Figure 1. Gate-type map (run 1).
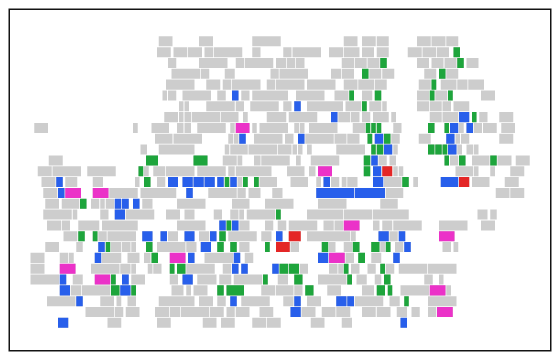
Figure 2. The metal 4 layer (run 1).
Bar = 50 um.
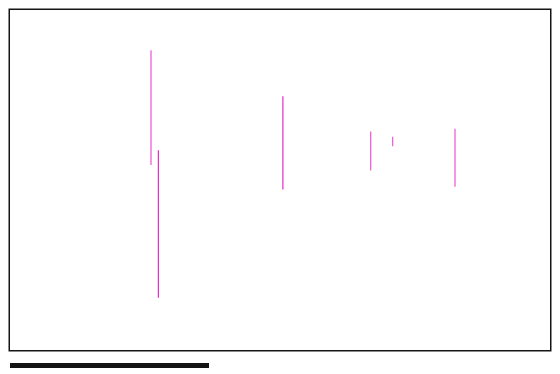
Figure 3. Routing congestion (run 1).
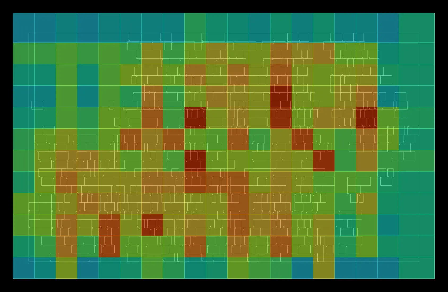
==> config.mk <==
export PLATFORM = sky130hd
export DESIGN_NAME = hazard_scoreboard
export DESIGN_NICKNAME = d
export VERILOG_FILES = /design/src/rtl/hazard_scoreboard.sv
export SDC_FILE = /design/constraint.sdc
export NUM_CORES = 1
export LEC_CHECK = 0
export CAP_MARGIN = 20
export CORE_ASPECT_RATIO = 0.6
export CORE_MARGIN = 5
export CORE_UTILIZATION = 40
export DETAILED_ROUTE_END_ITERATION = 10
export MAX_ROUTING_LAYER = met4
export PLACE_DENSITY = 0.72
export SYNTH_ARGS = -nofsm -noshare
export SYNTH_HDL_FRONTEND = slang
export SYNTH_SLANG_ARGS = --single-unit
==> constraint.sdc <==
create_clock -name clk -period 7.73 [get_ports clk]
set_clock_uncertainty 0.05 [all_clocks]
set_input_delay 1.546 -clock clk [delete_from_list [all_inputs] [get_ports clk]]
set_output_delay 1.546 -clock clk [all_outputs]
set_load 0.05 [all_outputs]
==> run summary, run 1 <==
Post-layout min period: 6.435 ns
Met3 global-route usage: 4.621%
CTS tree: yes
# rows: 27
DR vias/cell: 5.532
Met3 WL: 873 um
Share of layout cells above drive strength 1: 7.707%
Number of enable flip-flop cells: 0
Ys cells: 450
Unrepaired setup endpoints after global routing: no
Num CTS Buffers: 9
Worst slew margin: 43.28%
Router iterations before antenna repair: 5
Final setup violation count: 0
Met2 WL post-DR: 4.288 mm
IR drop worst, VDD: 0.1532 mV
Worst Hold Depth: 1
Post-route cell area: 4853 um2
H-tree levels: 3
WHS: 0.4030 ns
Die Area: 11580 um2
Worst EP arrival: 4.84 ns
Die Height: 85.39 um
Clock Path Buffers: 2
Cells after Synth: 450
Hold Vio Cnt, Final: 0
Status: finished clean
Startpoint Class: primary input
ANT cells: 0
Met2 GRT Util: 26.35%
Syn Nets: 496
Met1 WL: 5.054 mm
Max Cap Violations: 0
Initial drt markers: 249
CP endpoint kind: output pin
Chip width: 135.6 um
CP required: 6.13 ns
Max reg flops: 32
GRT Total Usage: 19.18%
HP Class: flip-flop to flip-flop
Syn_area_per_cell: 8.419 um2
-- Figure 1 (at the start) --
Green is NAND gates, cells 73, most used nand2_1. Magenta is multiplexers, cells 12, most used mux2_1. Blue is inverting AOI/OAI gates, cells 65, most used a21oi_1. Red is AND-OR and OR-AND gates, cells 4, most used o21a_1.
Post-Layout Cell Count: 649
Comb area share: 48.39%

-- Figure 2 (at the start) --
5 nets have wire on it. The longest straight run is 36.7 um. The wires run mostly vertical. The layer holds 1.1% of the routed length. The layer carries 114 um of wire.
Post-Route WL: 10.33 mm
vias: 3590

-- Figure 3 (at the start) --
met1 usage: 27.80%
final core occ: 52.63%
gr busiest metal: met1

[run 1: through the flow]
step | std cells | setup slack, ns
after CTS | 649 | 1.282
after global placement | 633 | 1.406
after detailed placement | 633 | 1.273
after floorplan | 450 | 1.714
final | 649 | 1.295
after global routing | 649 | 0.9979
[run 1: final cells by class]
cell class | count | area [um2] | area share [%]
clock buffer | 13 | 270.3 | 5.568
clock inverter | 3 | 40.04 | 0.8250
inverter | 18 | 67.56 | 1.392
multi-input combinational | 350 | 2349 | 48.39
sequential | 63 | 1261 | 25.99
tap | 130 | 162.7 | 3.351
timing repair buffer | 72 | 703.2 | 14.49
[run 1: kinds of logic (layout without fill, tap and decap cells)]
logic type	after synthesis	count (layout)	share of synthesized area, %
compound gates	69	69	12.05
xor+xnor	32	32	7.398
fa+ha+maj	15	15	4.954
buf+inv	37	106	4.723
flops	63	63	33.29
mux	12	12	3.501
simple gates	222	222	34.08
[run 1: power by group]
part           switching [uW]  internal, uW
Clock                     135           275
Combinational             100          62.8
Sequential               12.5           338
[run 1: synthesized netlist by cell type, types with 3 or more instances]
| cell type | instances | area [um2] |
|---|---|---|
| a21oi_1 | 20 | 100.1 |
| a31oi_1 | 6 | 37.54 |
| and2_1 | 20 | 125.1 |
| and3_1 | 8 | 50.05 |
| and4_1 | 3 | 26.28 |
| buf_4 | 4 | 30.03 |
| buf_6 | 3 | 33.78 |
| clkbuf_1 | 10 | 37.54 |
| dfxtp_1 | 63 | 1261 |
| ha_1 | 15 | 187.7 |
| inv_1 | 17 | 63.81 |
| mux2_1 | 10 | 112.6 |
| nand2_1 | 33 | 123.9 |
| nand3_1 | 29 | 145.1 |
| nand4_1 | 7 | 43.79 |
| nor2_1 | 31 | 116.4 |
| nor2b_1 | 14 | 87.58 |
| nor3_1 | 12 | 60.06 |
| nor4_1 | 11 | 68.82 |
| o21ai_0 | 13 | 65.06 |
| o21ai_1 | 5 | 25.02 |
| o31ai_1 | 16 | 120.1 |
| or3_1 | 10 | 62.56 |
| or4_1 | 25 | 187.7 |
| or4_4 | 6 | 67.56 |
| xnor2_1 | 31 | 271.5 |
[run 1: critical path: stages]
cell and delay [ns]:
clkdlybuf4s50_1 0.52, or4_4 0.59, nor2_4 0.13, or4_1 0.31
nor2_1 0.07, a31oi_1 0.21, ha_1 0.28, nor2b_1 0.13
o21a_1 0.16, o211ai_1 0.24, a31oi_4 0.06, a311oi_4 0.28
nor2_1 0.09, buf_4 0.20
[run 1: layout by cell type (no fill, tap or decap), types with 3 or more instances in the layout]
cell type,instances
buf_4,5
and3_1,8
and4_1,3
or4_4,6
a31oi_1,6
or3_1,10
clkdlybuf4s50_1,66
nand2_1,33
nor4_1,11
nand3_1,29
mux2_1,10
nor3_1,12
ha_1,15
dfxtp_1,63
o31ai_1,16
clkbuf_8,3
and2_1,20
inv_1,17
nand4_1,7
o21ai_0,13
nor2_1,31
o21ai_1,5
nor2b_1,14
xnor2_1,31
clkbuf_16,9
a21oi_1,20
or4_1,25
Figure 4. Sequential cells coloured by netlist name (run 1).
Bar = 50 um. Other cells in grey.
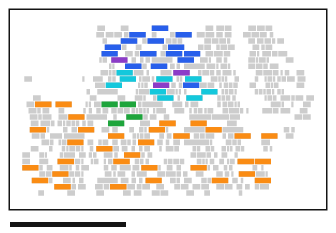

==> run 2: changes to the inputs <==
==> constraint.sdc (replaced) <==
create_clock -name clk -period 6.3 [get_ports clk]
set_clock_uncertainty 0.05 [all_clocks]
set_input_delay 1.26 -clock clk [delete_from_list [all_inputs] [get_ports clk]]
set_output_delay 1.26 -clock clk [all_outputs]
set_load 0.05 [all_outputs]
Figure 5. Sequential cells coloured by netlist name (run 2).
Bar = 50 um. Other cells in grey.
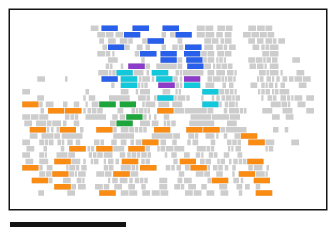
Cyan is ent_tnew, placed flops 9. Blue is ent_dst, placed flops 15, where north. Orange is stall_count, placed flops 32. Green is md_cnt, placed flops 4. Purple is ent_valid, placed flops 3.
flop share of the area: 25.99%
storage element area: 1261 um2
Seq group: 429 uW

==> run 2 against run 1 <==
  * Synthesized cell count stayed put
  * Via count is 0.19% lower
  * Largest power group unchanged
  * Non-clock buffer count stayed put
  * Critical path depth stayed put
  * Sequential power is 23% higher
  * Sequential share of layout area stayed put
  * Sequential cell count stayed put
  * Clock power is 22% higher
  * Final area stayed put
==> run summary, run 2 <==
Number of enable flip-flop cells: 0 (unchanged)
Most common cell in the netlist: dfxtp_1 (unchanged)
Cell type with the largest total area: dfxtp_1 (unchanged)
Final worst slack: 0.3778 ns (was 1.295 ns)
Die Height: 85.39 um (unchanged)
Worst Hold Depth: 1 (unchanged)
Startpoint Class: primary input (unchanged)
Switching share of power: 26.51% (was 26.86%)
Pint: 828.5 uW (was 675.2 uW)
Flop pwr share: 38.1% (was 37.9%)
Worst EP arrival: 4.61 ns (was 4.84 ns)
Router iterations before antenna repair: 5 (unchanged)
Post-Route WL: 10.41 mm (was 10.33 mm)
Status: finished clean (unchanged)
GRT Total Usage: 19.01% (was 19.18%)
Gate power share: 17.6% (about the same)
Post-Layout Cell Count: 649 (unchanged)
Clock Path Buffers: 2 (unchanged)
Clock power frac: 44.4% (about the same)
Share of layout cells above drive strength 1: 7.707% (unchanged)
ANT cells: 0 (unchanged)
HP Class: flip-flop to flip-flop (unchanged)
Ys cells: 450 (unchanged)
Max Cap Violations: 0 (unchanged)
Placed instance count: 633 (unchanged)
Figure 6. Gate-type map (run 2).
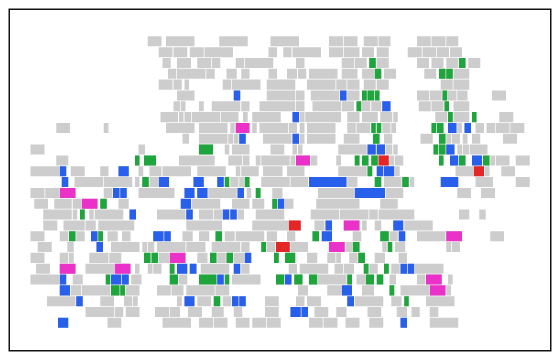
Magenta is multiplexers, cells 12, most used mux2_1. Green is NAND gates, cells 73, most used nand2_1. Blue is inverting AOI/OAI gates, cells 65, most used a21oi_1. Red is AND-OR and OR-AND gates, cells 4, most used o21a_1.
Commonest Layout Cell: clkdlybuf4s50_1

-- run 2: cell counts after synthesis --
Identical to the previous run, type by type.
-- run 2: power by group through the flow --
stage | logic [uW] | clock network (uW) | registers (uW)
final | 198 | 500 | 429
after global routing | 222 | 534 | 431
after CTS | 199 | 509 | 429
after detailed placement | 198 | 0 | 437
after global placement | 192 | 0 | 436
after floorplan | 143 | 0 | 435
-- run 2: logic make-up after synthesis --
family                     synth area share, %
buffers and inverters                    4.723
and+or+nand+nor                          34.08
DFF                                      33.29
xor gates and xnor gates                 7.398
AOI/OAI and AO/OA                        12.05
muxes                                    3.501
adders and majority gates                4.954
-- run 2: through the flow --
stage                     total power, uW  hold slack [ns]  cell area, um2
after floorplan                     578.3           0.3762            3789
after global placement              628.7           0.3901            4543
after detailed placement            634.3           0.3920            4543
after CTS                            1137           0.4048            4853
after global routing                 1187           0.4426            4853
final                                1127           0.4124            4853
-- run 2: worst max-delay path: stages --
cell and delay (ns):
clkdlybuf4s50_1 0.52, or4_4 0.59, nor2_4 0.14, or4_1 0.32
nor2_1 0.07, a31oi_1 0.21, ha_1 0.29, nor2b_1 0.14
o21a_1 0.16, o211ai_1 0.26, a31oi_4 0.06, a311oi_4 0.29
nor2_1 0.10, buf_4 0.20
-- run 2: cell type report --
type	count	area (um2)	share of cell area (%)
clock buffers	13	270.3	5.568
clock inverters	3	40.04	0.8250
inverters	18	67.56	1.392
multi-input cells	350	2349	48.39
flip-flops and latches	63	1261	25.99
well taps	130	162.7	3.351
repair buffers	72	703.2	14.49
-- run 2: per-layer routing --
layer	GRT usage [%]	vias to the layer above	wire, um
li1	-	1770	-
met1	26.82	1668	5130
met2	27.03	139	4307
met3	5.154	6	867
met4	4.117	0	100
met5	-	-	0
No activity file was given, so power comes from the tool's default toggle rates.
